$ cat config.mk
export PLATFORM = sky130hd
export DESIGN_NAME = acc_req_issuer_flat
export DESIGN_NICKNAME = d
export VERILOG_FILES = /design/src/rtl/acc_req_issuer_pkg.sv /design/src/rtl/acc_req_issuer_if.sv /design/src/rtl/acc_req_fifo.sv /design/src/rtl/acc_req_issuer.sv /design/src/flat_wrapper.sv
export SDC_FILE = /design/constraint.sdc
export NUM_CORES = 1
export LEC_CHECK = 0
export ABC_CLOCK_PERIOD_IN_PS = 2450
export CORE_AREA = 4 4 197 199
export DETAILED_ROUTE_END_ITERATION = 10
export DIE_AREA = 0 0 201 203
export GPL_ROUTABILITY_DRIVEN = 1
export GPL_TIMING_DRIVEN = 0
export PLACE_DENSITY = 0.75
export SLEW_MARGIN = 30
export SYNTH_ARGS = -nofsm -noshare
export SYNTH_HDL_FRONTEND = slang
export SYNTH_SLANG_ARGS = --single-unit
$ cat constraint.sdc
create_clock -name clk -period 2.45 [get_ports clk]
set_input_delay 0.49 -clock clk [delete_from_list [all_inputs] [get_ports clk]]
set_output_delay 0.49 -clock clk [all_outputs]
set_load 0.03 [all_outputs]
$ cat src/rtl/acc_req_issuer_pkg.sv
// Shared accumulator-request definitions: channel count, timestamp width,
// and the per-entry record queued toward the parent FPR accumulators.
package acc_req_issuer_pkg;

  localparam int unsigned N_ACC    = 3;
  localparam int unsigned GC_WIDTH = 8;
  localparam int unsigned DEPTH    = 4;

  typedef struct packed {
    logic [31:0]         data;
    logic [GC_WIDTH-1:0] stamp;
  } acc_req_t;

  // Index width that stays legal for a single channel.
  function automatic int unsigned idx_width(int unsigned n);
    return (n > 1) ? $clog2(n) : 1;
  endfunction

endpackage

$ cat src/rtl/acc_req_issuer_if.sv
// Commit-side and parent-side accumulator-request signals of one core.
// master: the issuer; slave: the core commit stage plus the parent arbiter.
interface acc_req_issuer_if
  import acc_req_issuer_pkg::*;
#(
  parameter int unsigned N_ACC    = acc_req_issuer_pkg::N_ACC,
  parameter int unsigned GC_WIDTH = acc_req_issuer_pkg::GC_WIDTH
);
  localparam int unsigned IDX_W = idx_width(N_ACC);

  logic                               commit_acc;
  logic [IDX_W-1:0]                   commit_acc_idx;
  logic [31:0]                        commit_data;
  logic                               commit_ready;
  logic [N_ACC-1:0]                   acc_req_valid;
  logic [N_ACC-1:0]                   acc_req_ready;
  logic [N_ACC-1:0][31:0]             acc_data;
  logic [N_ACC-1:0][GC_WIDTH-1:0]     gc_stamp;

  modport master (
    input  commit_acc, commit_acc_idx, commit_data, acc_req_ready,
    output commit_ready, acc_req_valid, acc_data, gc_stamp
  );

  modport slave (
    output commit_acc, commit_acc_idx, commit_data, acc_req_ready,
    input  commit_ready, acc_req_valid, acc_data, gc_stamp
  );

endinterface

$ cat src/rtl/acc_req_fifo.sv
// One accumulator channel: DEPTH-entry circular FIFO, registered head,
// no enqueue-to-output bypass, valid independent of deq_ready.
module acc_req_fifo
  import acc_req_issuer_pkg::*;
#(
  parameter int unsigned DEPTH   = acc_req_issuer_pkg::DEPTH,
  parameter type         entry_t = acc_req_t
) (
  input  logic   clk,
  input  logic   reset,
  input  logic   enq,
  input  entry_t enq_entry,
  input  logic   deq_ready,
  output logic   full,
  output logic   valid,
  output entry_t head
);

  localparam int unsigned PW = $clog2(DEPTH);

  entry_t        mem [DEPTH];
  logic [PW-1:0] rd_ptr;
  logic [PW-1:0] wr_ptr;
  logic [PW:0]   count;
  logic          do_enq;
  logic          do_deq;

  assign valid  = (count != '0);
  assign full   = (count == (PW+1)'(DEPTH));
  assign do_enq = enq && !full;
  assign do_deq = valid && deq_ready;
  assign head   = mem[rd_ptr];

  // Entry storage; contents are meaningless once pointers are reset.
  always_ff @(posedge clk) begin
    if (do_enq) begin
      mem[wr_ptr] <= enq_entry;
    end
  end

  // Pointers wrap naturally at power-of-two DEPTH; count tracks occupancy.
  always_ff @(posedge clk) begin
    if (reset) begin
      rd_ptr <= '0;
      wr_ptr <= '0;
      count  <= '0;
    end else begin
      if (do_enq) wr_ptr <= wr_ptr + PW'(1);
      if (do_deq) rd_ptr <= rd_ptr + PW'(1);
      case ({do_enq, do_deq})
        2'b10:   count <= count + (PW+1)'(1);
        2'b01:   count <= count - (PW+1)'(1);
        default: count <= count;
      endcase
    end
  end

endmodule

$ cat src/rtl/acc_req_issuer.sv
// Per-core accumulator-request source: decodes committed accumulate ops
// into per-channel FIFOs stamped with the global counter.
module acc_req_issuer
  import acc_req_issuer_pkg::*;
#(
  parameter int unsigned N_ACC    = acc_req_issuer_pkg::N_ACC,
  parameter int unsigned GC_WIDTH = acc_req_issuer_pkg::GC_WIDTH,
  parameter int unsigned DEPTH    = acc_req_issuer_pkg::DEPTH
) (
  input  logic                clk,
  input  logic                reset,
  input  logic [GC_WIDTH-1:0] gc,
  acc_req_issuer_if.master    bus,
  output logic                idle,
  output logic                bad_idx
);

  localparam int unsigned IDX_W = idx_width(N_ACC);

  typedef struct packed {
    logic [31:0]         data;
    logic [GC_WIDTH-1:0] stamp;
  } entry_t;

  logic             idx_ok;
  logic [N_ACC-1:0] enq;
  logic [N_ACC-1:0] full;
  logic [N_ACC-1:0] valid;
  entry_t           new_entry;
  entry_t           head [N_ACC];

  assign idx_ok    = int'(bus.commit_acc_idx) < int'(N_ACC);
  assign new_entry = '{data: bus.commit_data, stamp: gc};

  // Stall only when the addressed channel exists and is full.
  always_comb begin
    bus.commit_ready = 1'b1;
    for (int unsigned i = 0; i < N_ACC; i++) begin
      if (bus.commit_acc_idx == IDX_W'(i) && full[i]) bus.commit_ready = 1'b0;
    end
  end

  for (genvar g = 0; g < N_ACC; g++) begin : g_chan
    assign enq[g] = bus.commit_acc && (bus.commit_acc_idx == IDX_W'(g)) && !full[g];

    acc_req_fifo #(
      .DEPTH   (DEPTH),
      .entry_t (entry_t)
    ) u_fifo (
      .clk       (clk),
      .reset     (reset),
      .enq       (enq[g]),
      .enq_entry (new_entry),
      .deq_ready (bus.acc_req_ready[g]),
      .full      (full[g]),
      .valid     (valid[g]),
      .head      (head[g])
    );

    assign bus.acc_data[g] = head[g].data;
    assign bus.gc_stamp[g] = head[g].stamp;
  end

  assign bus.acc_req_valid = valid;
  assign idle = !(|valid) && !(bus.commit_acc && idx_ok);

  // Sticky flag for accumulate ops addressed past the last channel.
  always_ff @(posedge clk) begin
    if (reset)                         bad_idx <= 1'b0;
    else if (bus.commit_acc && !idx_ok) bad_idx <= 1'b1;
  end

endmodule
$ cat src/flat_wrapper.sv
// flat-port wrapper written by rule: the top's interface ports become plain ports
module acc_req_issuer_flat import acc_req_issuer_pkg::*;
#(
  parameter int unsigned N_ACC    = acc_req_issuer_pkg::N_ACC,
  parameter int unsigned GC_WIDTH = acc_req_issuer_pkg::GC_WIDTH,
  parameter int unsigned DEPTH    = acc_req_issuer_pkg::DEPTH
)
  (clk, reset, gc, idle, bad_idx, bus_commit_acc, bus_commit_acc_idx, bus_commit_data, bus_acc_req_ready, bus_commit_ready, bus_acc_req_valid, bus_acc_data, bus_gc_stamp);
  acc_req_issuer_if #(.N_ACC(N_ACC), .GC_WIDTH(GC_WIDTH)) bus_i ();
  input  logic clk;
  input  logic reset;
  input  logic [GC_WIDTH-1:0] gc;
  output logic idle;
  output logic bad_idx;
  input wire logic [$bits(bus_i.commit_acc)-1:0] bus_commit_acc;
  input wire logic [$bits(bus_i.commit_acc_idx)-1:0] bus_commit_acc_idx;
  input wire logic [$bits(bus_i.commit_data)-1:0] bus_commit_data;
  input wire logic [$bits(bus_i.acc_req_ready)-1:0] bus_acc_req_ready;
  output wire logic [$bits(bus_i.commit_ready)-1:0] bus_commit_ready;
  output wire logic [$bits(bus_i.acc_req_valid)-1:0] bus_acc_req_valid;
  output wire logic [$bits(bus_i.acc_data)-1:0] bus_acc_data;
  output wire logic [$bits(bus_i.gc_stamp)-1:0] bus_gc_stamp;
  assign bus_i.commit_acc = bus_commit_acc;
  assign bus_i.commit_acc_idx = bus_commit_acc_idx;
  assign bus_i.commit_data = bus_commit_data;
  assign bus_i.acc_req_ready = bus_acc_req_ready;
  assign bus_commit_ready = bus_i.commit_ready;
  assign bus_acc_req_valid = bus_i.acc_req_valid;
  assign bus_acc_data = bus_i.acc_data;
  assign bus_gc_stamp = bus_i.gc_stamp;
  acc_req_issuer #(.N_ACC(N_ACC), .GC_WIDTH(GC_WIDTH), .DEPTH(DEPTH)) u_core (.clk(clk), .reset(reset), .gc(gc), .bus(bus_i), .idle(idle), .bad_idx(bad_idx));
endmodule
run_1/final_clocks.png
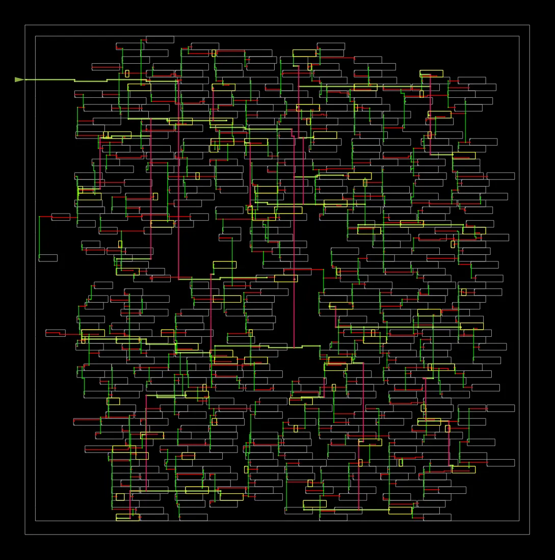
CTS buffer count: 50
clk pwr: 7.15 mW
Clock Skews: 0.01695 ns
clock sinks: 508

run_1/clock_map.png
Scale: 3 px per um.
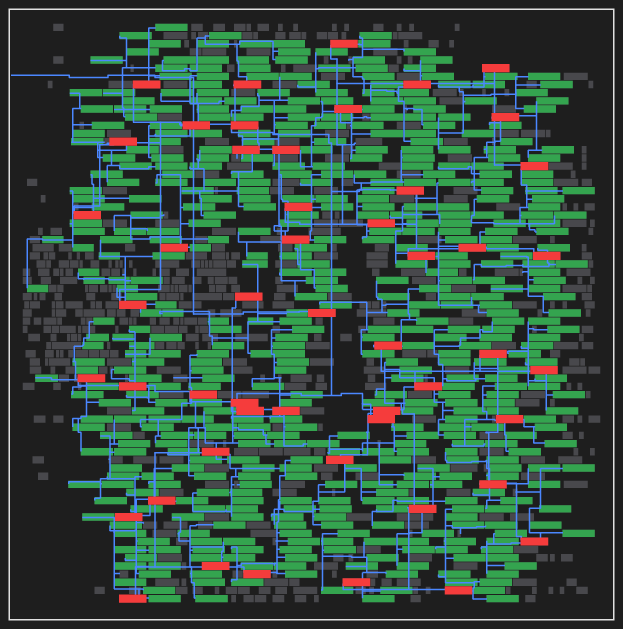
clock wires -> blue  # length 5,250 um
flip-flops -> green  # count 508
cells driving clock nets -> red  # count 50
routed clock nets = 51
flops lie = all over the die
Clock Power Share: 0.316
clk_lat worst skew: 0.56 ns

run_1/cell_classes.png
Scale: 2 px per um. Fill, decap, tap and diode cells in gray.
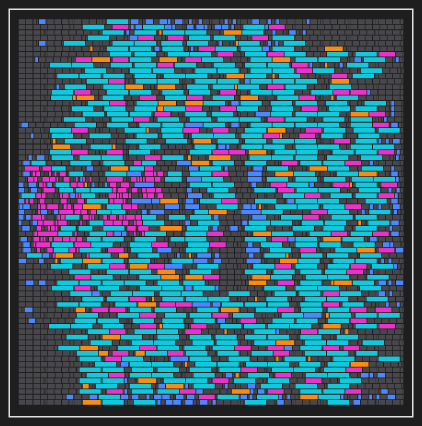
flip-flops -> cyan  # cells 508
all other logic -> magenta  # cells 246
clock drivers and dummy loads -> orange  # cells 90
other buffers and delay cells -> blue  # cells 224
row count: 71
core area: 37,220 sq um

==> flow_summary.yaml, run 1 <==
# yosys + openroad results
global_routing:
  grt_pass1_vias: 8918
  gr-total-overflow: 0
  grt_max_degree: 41
  gr-usage-all-layers: 0.1936
  grt_pass1_wl_mm: 58.63
  antenna_found_initial: 0
worst_setup_path:
  cp.required_ns: 1.96
  arrival_ns: 2.00
  cpPeakStageDelay_ns: 0.54
  path_cells: "buf_6, clkbuf_16, mux4_2, buf_6"
  path_max_fanout: 5
  ff2ff_setup_slack_ns: 0.31
  endpoint_kind: "output pin"
  cp_common_cell: "buf_6"
  cp_slowest_cell: "mux4_2"
  path_class: "flop to output pin"
  cp-start-kind: "flop"
sta:
  period_used_share: 1.015
  fin_tns_setup_ns: -0.1744
  whs_ns: 0.3858
  finalMaxSlewViolations: 0
  setup_viol: 13
  tightestPinTransition_ns: 0.7957
  rsz0062_at_grt: "yes"
  fin_crit_ns: 2.486
  relSlewSlack: 0.4695
  setup_ws_ns: -0.03608
hold_path:
  hp-class: "primary input to flop"
clock_tree:
  ctsHoldBuffers: 0
  cts-root-buf: "clkbuf_16"
  clk_path_buf_depth: 3
  htree_levels: 2
run_status:
  status: "finished, violations left"
  violations: "setup timing"
layout:
  diodes: 0
  regArea_sq_um: 14990
  finalInstanceArea_sq_um: 22940
  lay_top_count: "edfxtp_1"
  multiInputGateArea_sq_um: 3654
  nFillCells: 2519
  syn2layout_area_growth_pct: 22.19
  layout_top_cells: "edfxtp_1 (480), mux4_2 (120), buf_2 (76)"
synthesis:
  synth_seq_share: 0.7977
  yosysUniqueCellTypes: 36
  ys.flops: 508
  ys_cells: 788
  yosys.area.top_type: "edfxtp_1"
  area_leaders: "edfxtp_1 (77%), mux4_2 (14%), dfxtp_1 (3.0%)"
  yosys_warnings: 0
  synth_top_area_share: 0.7678
  syn-mean-instance-area_sq_um: 23.82
  mappedNetlistNets: 854
  ys_area_sq_um: 18770
  syn_inst: 788
  synth_area_sq_um: 18770
drt:
  wl_mm: 39.81
  vias: 8671
  wl_per_cell_um: 25.82
  firstDrtPassIters: 5
  avgViaCountPerCell: 5.623
  ant_nets: 0
  drt_iter0_drc: 742
floorplanning:
  fp.dieW_um: 201
  initCoreUtil: 0.5043
  dieArea_sq_um: 40800
power_and_ir_drop:
  p_per_area_nw_per_um2: 986.4
  power_mw: 22.62
  vdd_drop_max_mv: 0.7776
job:
  drv_cap: 0
  warnings: 37
place:
  portBuffers: 172
  place_area_sq_um: 21210
  placed_cells: 1438
  gp_congestion: 0.7141
  hpwl_mm: 22.22
  preCtsSetupSlack_ns: -0.8041
run 1: critical path, delay by kind of cell, from the launching register on:
family | cells | cell delay, ns
multiplexers | 1 | 0.54
buffers and inverters | 3 | 0.46
flip-flops | 1 | 0.44
run 1: per-layer routing:
layer / vias up / track usage / wire [um]
met1: 4581 / 0.2714 / 16680
met2: 265 / 0.3233 / 20040
li1: 3768 / - / -
met3: 57 / 0.03626 / 2298
met4: 0 / 0.04425 / 795
met5: - / 0 / 0
run 1: timing repair:
action	in CTS	in global routing
gates resized	737	53
pin swaps	0	3
hold endpoints to repair	0	0
buffers inserted	3	9
setup endpoints to repair	206	73
cloned	0	5
run 1: final cells by class:
cell class | count | share of cell area
inverter | 13 | 0.002127
timing repair buffer | 193 | 0.07528
buffer | 31 | 0.01696
sequential | 508 | 0.6535
tap | 474 | 0.02586
multi-input combinational | 233 | 0.1593
clock inverter | 19 | 0.006328
clock buffer | 71 | 0.06066
run 1: report_power, final:
part	internal [mW]	switching, mW
Combinational	2.58	2.96
Sequential	9.72	0.213
Clock	4.15	3.00
Total	16.5	6.17
run 1: cell usage after synthesis:
cell type / count
edfxtp_1: 480
mux4_2: 120
dfxtp_1: 28
nor2_1: 24
clkbuf_1: 18
ha_1: 15
inv_1: 13
buf_2: 12
and2_1: 8
xor2_1: 7
a21oi_1: 6
nand2b_1: 6
mux2i_1: 5
or3_1: 5
xnor2_1: 5
and2_2: 4
buf_4: 3
fa_1: 3
o21ai_0: 3
o311ai_0: 3
a31oi_1: 2
mux2_2: 2
nand3b_1: 2
o31a_1: 2
a2111oi_4: 1
clkbuf_2: 1
mux2_4: 1
nand2_1: 1
nor2_2: 1
nor3_2: 1
nor3b_1: 1
nor4_1: 1
nor4b_1: 1
o21a_1: 1
o31a_2: 1
or3_2: 1
run 1: final timing paths:
path	end	startpoint	cells past startpoint
setup / recovery	bus_acc_data[27]	flop	4
hold / removal	u_core.bad_idx$_SDFFE_PP0P_	bus_commit_acc_idx[1]	3
setup reg to reg	u_core.g_chan[1].u_fifo.count[2]$_SDFFE_PP0P_	u_core.g_chan[1].u_fifo.count[0]$_SDFFE_PP0P_	8
hold reg to reg	u_core.bad_idx$_SDFFE_PP0P_	u_core.bad_idx$_SDFFE_PP0P_	2
run 1: cell families after synthesis:
group | Yosys count | share of synthesized area
flops | 508 | 0.7977
mux | 128 | 0.1486
simple gates | 56 | 0.01620
buf+inv | 47 | 0.01086
compound gates | 19 | 0.007799
fa+ha+maj | 18 | 0.01320
xor+xnor | 12 | 0.005599
run 1: state kept, by name (all words and copies together) (netlist names), named ones only:
signal / cells
u_core.g_chan.u_fifo.count: 9
u_core.g_chan.u_fifo.mem: 480
u_core.bad_idx: 1
u_core.g_chan.u_fifo.rd_ptr: 6
u_core.g_chan.u_fifo.wr_ptr: 6
run_1/met2.png
Scale: 2 px per um. Cells faint in the background.
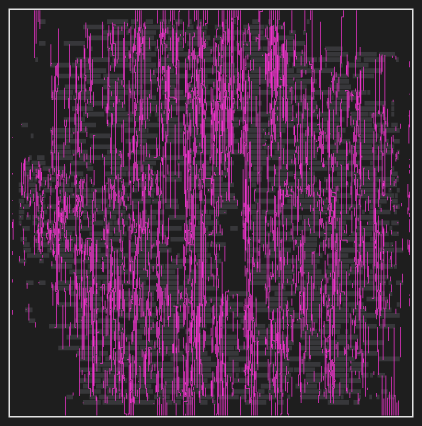

--- run 2 (diff from run 1) ---
--- a/config.mk
+++ b/config.mk
@@ -7,10 +7,10 @@
 export LEC_CHECK = 0
 export ABC_CLOCK_PERIOD_IN_PS = 2450
-export CORE_AREA = 4 4 197 199
+export CORE_AREA = 4 4 208 190
 export DETAILED_ROUTE_END_ITERATION = 10
-export DIE_AREA = 0 0 201 203
+export DIE_AREA = 0 0 212 194
 export GPL_ROUTABILITY_DRIVEN = 1
 export GPL_TIMING_DRIVEN = 0
-export PLACE_DENSITY = 0.75
+export PLACE_DENSITY = 0.74
 export SLEW_MARGIN = 30
 export SYNTH_ARGS = -nofsm -noshare
==> constraint.sdc (replaced) <==
create_clock -name clk -period 2.45 [get_ports clk]
set_input_delay 0.6125 -clock clk [delete_from_list [all_inputs] [get_ports clk]]
set_output_delay 0.6125 -clock clk [all_outputs]
set_load 0.03 [all_outputs]
run_2/met2.png
Scale: 2 px per um. Cells faint in the background.
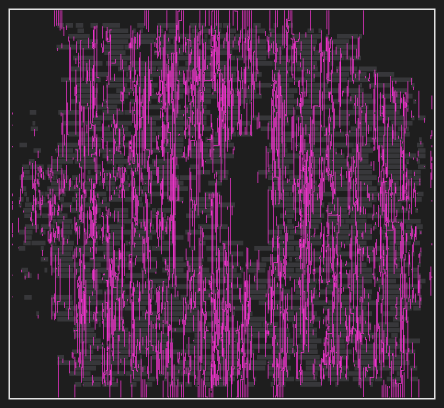
wire length on this layer = 19,300 um
share of all routed wire = 49%
met2 usage: 0.3038
DR vias: 8,619
DRT Wirelength: 39.13 mm

run_2/pins.png
Scale: 1 px per um. Pins as bars across the die edge, other pins in gray.
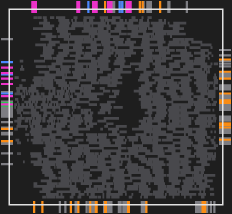
`gc` -> blue  # pins 8, direction input, edge 5 top, 3 left
`bus_commit_data` -> orange  # pins 32, direction input, edge 15 bottom, 11 right, 4 top, 2 left
`bus_commit_acc_idx` -> green  # pins 2, direction input, edge left
`bus_gc_stamp` -> magenta  # pins 24, direction output, edge 18 top, 6 left
Die W: 212 um
die height: 194 um
port bufs: 172

==> flow_summary.yaml, run 2 <==
# yosys + openroad results
worst_setup_path:
  cp_slowest_cell: "mux4_2"
  r2r.worst_path.cells: 8
  cp.buffers_inverters: 2
  cpPeakStageDelay_ns: 0.55
  cp.required_ns: 1.84
  arrival_ns: 1.91
  path_max_fanout: 10
  r2r_end: "u_core.g_chan[2].u_fifo.count[2]$_SDFFE_PP0P_"
  cp_num_cells: 3
power_and_ir_drop:
  switching_share: 0.2713
  internal-power_mw: 16.49
  p_per_area_nw_per_um2: 992.4
  combPwrFrac: 0.234
  power.net_switching_mw: 6.137
  p_clk_frac: 0.326
clock_tree:
  clk_path_buf_depth: 3
  htree_levels: 2
  clkSinkCount: 508
  clock.latency.late_pin_ns: 0.55
  ctsHoldBuffers: 0
global_routing:
  grt_pass1_wl_mm: 58.48
  gr-usage-all-layers: 0.1901
  antenna_found_initial: 1
layout:
  layout_top_cells: "edfxtp_1 (480), mux4_2 (120), buf_2 (65)"
  nFillCells: 2540
  finalInstanceArea_sq_um: 22790
  regMostFlops: "u_core.g_chan.u_fifo.mem"
floorplanning:
  initCoreUtil: 0.5055
  dieArea_sq_um: 41130
  fp-row-count: 67
synthesis:
  syn-mean-instance-area_sq_um: 23.82
  syn_inst: 788
  synth_seq_share: 0.7977
  yosys.area.top_type: "edfxtp_1"
  synth_top_area_share: 0.7678
  ys_area_sq_um: 18770
  edf_count: 480
  most_common_cell: "edfxtp_1"
place:
  gp_congestion: 0.6913
  hpwl_mm: 21.40
sta:
  relSlewSlack: 0.4625
  setup_ws_ns: -0.06979
  whs_ns: 0.4488
  rsz0062_at_grt: "yes"
  tightestPinTransition_ns: 0.8063
  setup_viol: 115
  skew_ns: 0.01305
drt:
  ant_nets: 0
  avgViaCountPerCell: 5.615
  drt_iter0_drc: 771
  wl_per_cell_um: 25.49
hold_path:
  hold_start: "bus_commit_acc"
  min_to: "u_core.bad_idx$_SDFFE_PP0P_"
  hold_depth: 3
  hp-class: "primary input to flop"
run_status:
  status: "finished, violations left"
  violations: "setup timing"
job:
  drv_cap: 0
## run 2: cell counts after synthesis
Identical to the previous run, type by type.
## run 2: worst register-to-register path, delay by kind of cell (launching register included)
family / cells / cell delay (ns)
buffers and inverters: 1 / 0.08
AOI/OAI and AO/OA: 2 / 0.43
xor gates and xnor gates: 1 / 0.14
adders and majority gates: 2 / 0.62
and+or+nand+nor: 2 / 0.41
DFF: 1 / 0.49
## run 2: timing repair
item / 4_1_cts / 5_1_grt
pin swaps: 2 / 2
buffers inserted: 0 / 3
setup endpoints to repair: 128 / 130
resized: 819 / 25
## run 2: cell families (layout without fill, tap and decap cells)
family	count (synthesis)	count (layout)	share of synthesized area
flip-flops	508	508	0.7977
multiplexers	128	128	0.1486
AND/OR/NAND/NOR	56	56	0.01620
buffers and inverters	47	310	0.01086
AND-OR/OR-AND	19	19	0.007799
adder cells (fa/ha/maj)	18	18	0.01320
XOR/XNOR	12	12	0.005599
other	0	1	0
## run 2: how the worst max path moves through the flow
stage / startpoint / to / slack, ns
floorplan: bus_commit_acc_idx[1] / u_core.g_chan[1].u_fifo.count[2]$_SDFFE_PP0P_ / 0.05
global placement: bus_commit_acc_idx[0] / u_core.g_chan[0].u_fifo.mem[2][25]$_DFFE_PP_ / -0.95
detailed placement: bus_commit_acc_idx[0] / u_core.g_chan[1].u_fifo.count[2]$_SDFFE_PP0P_ / -0.76
CTS: flop / bus_gc_stamp[10] / -0.12
global route: flop / bus_gc_stamp[15] / -0.12
finish: flop / bus_gc_stamp[15] / -0.07
## run 2: stage by stage
step,worst slack (ns),instances,TNS (ns),power [mW]
floorplan,0.04900,788,0,13.34
finish,-0.06979,1535,-2.698,22.62
detailed placement,-0.7639,1443,-294.13,15.29
global route,-0.1243,1534,-11.40,23.49
global placement,-0.9492,1443,-455.71,15.26
CTS,-0.1221,1531,-8.808,22.75
## run 2: cell type report
class,count,area [sq um],share of cell area
diodes,1,2.502,0.0001098
clock buffers,68,1340,0.05879
plain buffers,31,412.9,0.01811
multi-input cells,233,3669,0.1609
flip-flops and latches,508,15000,0.6579
clock inverters,23,232.7,0.01021
repair buffers,175,1489,0.06532
well taps,483,604.3,0.02651
inverters,13,48.80,0.002141
## run 2: layer usage
layer  track usage  share of wire  vias to the layer above
met3       0.03220          0.055                       49
met2        0.3038           0.49                      247
met5             0              0                        -
li1              -              -                     3737
met4       0.03433          0.014                        0
met1        0.2847           0.44                     4586
## run 2: power groups by stage
stage | combinational, mW | clock [mW] | sequential (mW)
5_1_grt | 5.62 | 7.90 | 9.98
6_report | 5.30 | 7.38 | 9.95
4_1_cts | 5.33 | 7.47 | 9.95
3_3_place_gp | 5.25 | 0 | 10.0
2_1_floorplan | 3.36 | 0 | 9.98
3_5_place_dp | 5.28 | 0 | 10.0
No activity file was given, so power comes from the tool's default toggle rates.
